===== config.mk =====
export PLATFORM = sky130hd
export DESIGN_NAME = ahb_dma_master
export DESIGN_NICKNAME = d
export VERILOG_FILES = /design/src/rtl/ahb_dma_master.sv
export SDC_FILE = /design/constraint.sdc
export NUM_CORES = 1
export LEC_CHECK = 0
export CAP_MARGIN = 20
export CELL_PAD_IN_SITES_DETAIL_PLACEMENT = 1
export CELL_PAD_IN_SITES_GLOBAL_PLACEMENT = 1
export CORE_MARGIN = 4
export CORE_UTILIZATION = 41
export DETAILED_ROUTE_END_ITERATION = 7
export PLACE_DENSITY = 0.83
export SKIP_CTS_REPAIR_TIMING = 1
export SKIP_LAST_GASP = 1
export SLEW_MARGIN = 10
export SYNTH_ARGS = -nofsm -noshare
export SYNTH_HDL_FRONTEND = slang
export SYNTH_SLANG_ARGS = --single-unit
export TNS_END_PERCENT = 20

===== constraint.sdc =====
create_clock -name HCLK -period 3.4 [get_ports HCLK]
set_input_delay 0.68 -clock HCLK [delete_from_list [all_inputs] [get_ports HCLK]]
set_output_delay 0.68 -clock HCLK [all_outputs]
set_load 0.01 [all_outputs]

===== src/rtl/ahb_dma_master.sv =====
// Single-channel AHB-Lite DMA master: copies word_count 32-bit words from src to dst
// using non-pipelined single transfers (one read then one write per word).
module ahb_dma_master #(
    parameter int CNT_WIDTH = 16
) (
    input  logic                 HCLK,
    input  logic                 HRESET,
    input  logic                 start,
    input  logic [31:0]          src_addr,
    input  logic [31:0]          dst_addr,
    input  logic [CNT_WIDTH-1:0] word_count,
    output logic                 busy,
    output logic                 done,
    output logic                 error,
    output logic [31:0]          HADDR,
    output logic [1:0]           HTRANS,
    output logic                 HWRITE,
    output logic [2:0]           HSIZE,
    output logic [31:0]          HWDATA,
    input  logic [31:0]          HRDATA,
    input  logic                 HREADY,
    input  logic                 HRESP
);

    typedef enum logic [2:0] {
        S_IDLE,
        S_RD_ADDR,
        S_RD_DATA,
        S_WR_ADDR,
        S_WR_DATA,
        S_DONE,
        S_ERROR
    } state_e;

    localparam logic [1:0] TRANS_IDLE   = 2'b00;
    localparam logic [1:0] TRANS_NONSEQ = 2'b10;

    state_e               state_q, state_d;
    logic [31:0]          src_q, src_d;
    logic [31:0]          dst_q, dst_d;
    logic [CNT_WIDTH-1:0] cnt_q, cnt_d;
    logic [31:0]          buf_q, buf_d;
    logic [31:0]          haddr_q, haddr_d;
    logic [1:0]           htrans_q, htrans_d;
    logic                 hwrite_q, hwrite_d;
    logic [31:0]          hwdata_q, hwdata_d;
    logic                 busy_q, busy_d;
    logic                 done_q, done_d;
    logic                 error_q, error_d;
    logic                 accept;

    always_comb begin
        // NOTE: every variable gets a default first so no path leaves it unassigned (no latch).
        state_d = state_q;
        src_d   = src_q;
        dst_d   = dst_q;
        cnt_d   = cnt_q;
        buf_d   = buf_q;
        accept  = 1'b0;

        case (state_q)
            S_IDLE: begin
                if (start) begin
                    accept  = 1'b1;
                    src_d   = src_addr & ~32'h3;
                    dst_d   = dst_addr & ~32'h3;
                    cnt_d   = word_count;
                    state_d = (word_count == '0) ? S_DONE : S_RD_ADDR;
                end
            end
            S_RD_ADDR: if (HREADY) state_d = S_RD_DATA;
            S_RD_DATA: begin
                // HRESP is acted on in the first (HREADY=0) cycle of the error response.
                if (HRESP) begin
                    state_d = S_ERROR;
                end else if (HREADY) begin
                    buf_d   = HRDATA;
                    state_d = S_WR_ADDR;
                end
            end
            S_WR_ADDR: if (HREADY) state_d = S_WR_DATA;
            S_WR_DATA: begin
                if (HRESP) begin
                    state_d = S_ERROR;
                end else if (HREADY) begin
                    src_d   = src_q + 32'd4;
                    dst_d   = dst_q + 32'd4;
                    cnt_d   = cnt_q - CNT_WIDTH'(1);
                    state_d = (cnt_q == CNT_WIDTH'(1)) ? S_DONE : S_RD_ADDR;
                end
            end
            S_DONE:  state_d = S_IDLE;
            S_ERROR: if (HREADY) state_d = S_IDLE;
            default: state_d = S_IDLE;
        endcase
    end

    // Outputs are registered from the next state so they line up with state_q.
    always_comb begin
        haddr_d  = haddr_q;
        hwdata_d = hwdata_q;
        htrans_d = TRANS_IDLE;
        hwrite_d = (state_d == S_WR_ADDR) || (state_d == S_WR_DATA);
        busy_d   = (state_d != S_IDLE);
        done_d   = (state_d == S_DONE);
        error_d  = error_q;

        if (state_d == S_RD_ADDR) begin
            haddr_d  = src_d;
            htrans_d = TRANS_NONSEQ;
        end
        if (state_d == S_WR_ADDR) begin
            haddr_d  = dst_d;
            htrans_d = TRANS_NONSEQ;
        end
        if (state_d == S_WR_DATA) hwdata_d = buf_d;
        if (accept) error_d = 1'b0;
        if (state_d == S_ERROR) error_d = 1'b1;
    end

    always_ff @(posedge HCLK) begin
        // NOTE: sequential state uses non-blocking assignments so all flops update together.
        if (HRESET) begin
            state_q  <= S_IDLE;
            src_q    <= '0;
            dst_q    <= '0;
            cnt_q    <= '0;
            buf_q    <= '0;
            haddr_q  <= '0;
            htrans_q <= TRANS_IDLE;
            hwrite_q <= 1'b0;
            hwdata_q <= '0;
            busy_q   <= 1'b0;
            done_q   <= 1'b0;
            error_q  <= 1'b0;
        end else begin
            state_q  <= state_d;
            src_q    <= src_d;
            dst_q    <= dst_d;
            cnt_q    <= cnt_d;
            buf_q    <= buf_d;
            haddr_q  <= haddr_d;
            htrans_q <= htrans_d;
            hwrite_q <= hwrite_d;
            hwdata_q <= hwdata_d;
            busy_q   <= busy_d;
            done_q   <= done_d;
            error_q  <= error_d;
        end
    end

    assign HADDR  = haddr_q;
    assign HTRANS = htrans_q;
    assign HWRITE = hwrite_q;
    assign HSIZE  = 3'b010;
    assign HWDATA = hwdata_q;
    assign busy   = busy_q;
    assign done   = done_q;
    assign error  = error_q;

endmodule

==> results.json <==
{
  "rr_endpoint": "HADDR[23]",
  "netSwitchingFraction_pct": 34.1,
  "cp_max_fo": 19,
  "layout-drive-gt1-share_pct": 9.69,
  "lay_top_count": "dfxtp_1",
  "nNonClkInverters": 10,
  "peakVddDrop_mv": 0.292,
  "rows": 55,
  "dominant-cell-class": "combinational gates",
  "p_switching_mw": 2.08,
  "route.met3.wl_um": 2950,
  "comb_area_um2": 5400,
  "utilization_pct": 54.7,
  "avgSynthCellArea_um2": 8.14,
  "whs_endpoint": "HADDR[18]",
  "clk_path_buf_depth": 2,
  "grt_setup_unrepaired": "false",
  "hold_viol_final": 0,
  "tns_ns": 0,
  "synth_top_area_share_pct": 38.7,
  "wire_per_inst_um": 21.9,
  "signal_buffers": 237,
  "clkbuf_count": 17,
  "cpMaxStageDelayCell": "nor3_2",
  "powerClk_mw": 2.20,
  "critical_path_depth": 8,
  "period_used_pct": 90.4,
  "remaining_drc_errors": 0,
  "placed_cell_area_um2": 11800,
  "firstDrtPassIters": 5,
  "cts_sinks": 184,
  "p_seq_mw": 2.49,
  "fill_cells": 2703,
  "place.gp.congestion": 0.878,
  "dieHeight_um": 160,
  "required_ns": 3.73,
  "grt_pass1_vias": 9997,
  "worst_setup_path_start_kind": "input port",
  "tritoncts": "yes",
  "final_area_um2": 12400,
  "whs_ns": 0.465,
  "sh_comb_area_pct": 43.5,
  "critPathCaptureType": "flop",
  "cts-htree-levels": 4,
  "ys_area_um2": 9520,
  "top_usage_layer": "met2",
  "finalClockSkew_ns": 0.0139,
  "grt_util_all_layers_pct": 26.9,
  "finalPower_mw": 6.10,
  "ys_ff": 184,
  "grt_max_degree": 116,
  "syn_area_um2": 9520,
  "arrival_ns": 3.41,
  "hold_depth": 2,
  "synthCells": 1169,
  "warnings": 33,
  "relSlewSlack_pct": 30.6,
  "grt_pass1_wl_um": 56200,
  "edf_count": 0,
  "synthArstFlopShare_pct": 0,
  "wl_met2_um": 16700,
  "die_w_um": 160,
  "r2r_slack_ns": 0.52,
  "status": "finished clean",
  "synth_top_cell_by_count": "dfxtp_1",
  "fin_crit_ns": 3.08,
  "ant_nets": 0,
  "bufAreaShareNonClock_pct": 18.3,
  "clk_pin_slew_ns": 0.08,
  "fp_util_pct": 41.9,
  "seq_share_pct": 29.7,
  "ys_seq_share_pct": 38.7,
  "p_int_mw": 4.02,
  "seq_area_um2": 3680,
  "yosys_warnings": 0,
  "hpwlAfterDp_um": 25000,
  "hold_path.class": "flop to flop",
  "power_frac_comb_pct": 23.0,
  "num_io_pins": 190,
  "dieArea_um2": 25700,
  "root_buffer": "clkbuf_16"
}
==> logic make-up (layout without fill, tap and decap cells) <==
family,Yosys count,after routing,share of synthesized area [%]
buffers and inverters,109,279,4.90
AND/OR/NAND/NOR,500,500,26.7
XOR/XNOR,8,8,0.736
flip-flops,184,184,38.7
AND-OR/OR-AND,307,307,22.5
multiplexers,55,55,5.85
other,2,5,0.0789
adder cells (fa/ha/maj),4,4,0.526
==> worst min-delay path: cells and delay by family (launching register included) <==
family           cells  cell delay [ns]
flip-flops           1             0.32
AND/OR/NAND/NOR      1             0.05
AND-OR/OR-AND        1             0.05
==> flip-flops by register name, summed over array words and instances (netlist names) <==
signal / cells
buf_q: 32
HWDATA: 32
cnt_q: 16
done: 1
busy: 1
error: 1
HADDR: 32
src_q: 32
HWRITE: 1
HTRANS: 1
state_q: 3
dst_q: 32
Figure 1. M1 wires.
Supply wires on this layer in gray.
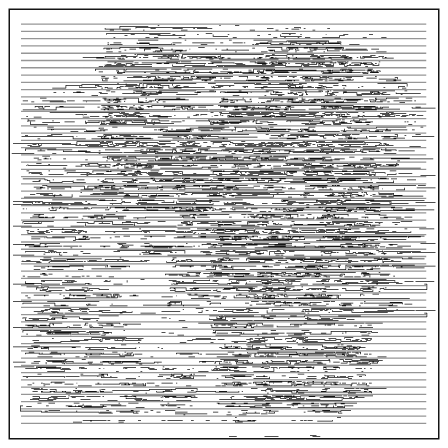
nets with wire on the layer = 1347
wire length on this layer = 15300 um
longest straight run = 54.3 um
total wire length: 35600 um
GR Layer Usage met1: 35.7%
vias after detailed routing: 9995

Figure 2. The metal 2 layer.
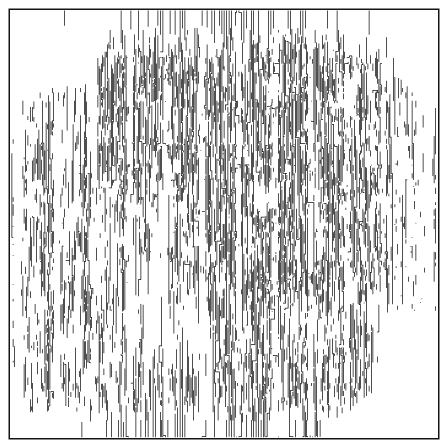
main direction = vertical
share of all routed wire = 47%
longest straight run = 69.5 um
nets with wire on the layer = 1299
wire length on this layer = 16700 um
GR Util met2: 43.2%

Figure 3. Signal wires on met3.
The bar under the picture is 50 um long. Cells faint in the background.
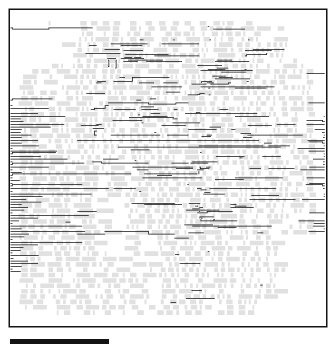
main direction = horizontal
longest straight run = 92.0 um
met3 GRT Util: 7.26%

Figure 4. Met4 routing.
Supply wires on this layer in gray. Cells faint in the background.
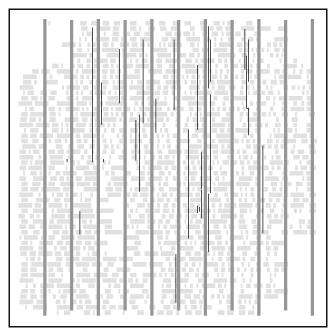
main direction = vertical
nets with wire on the layer = 21
share of all routed wire = 1.9%
wire length on this layer = 693 um

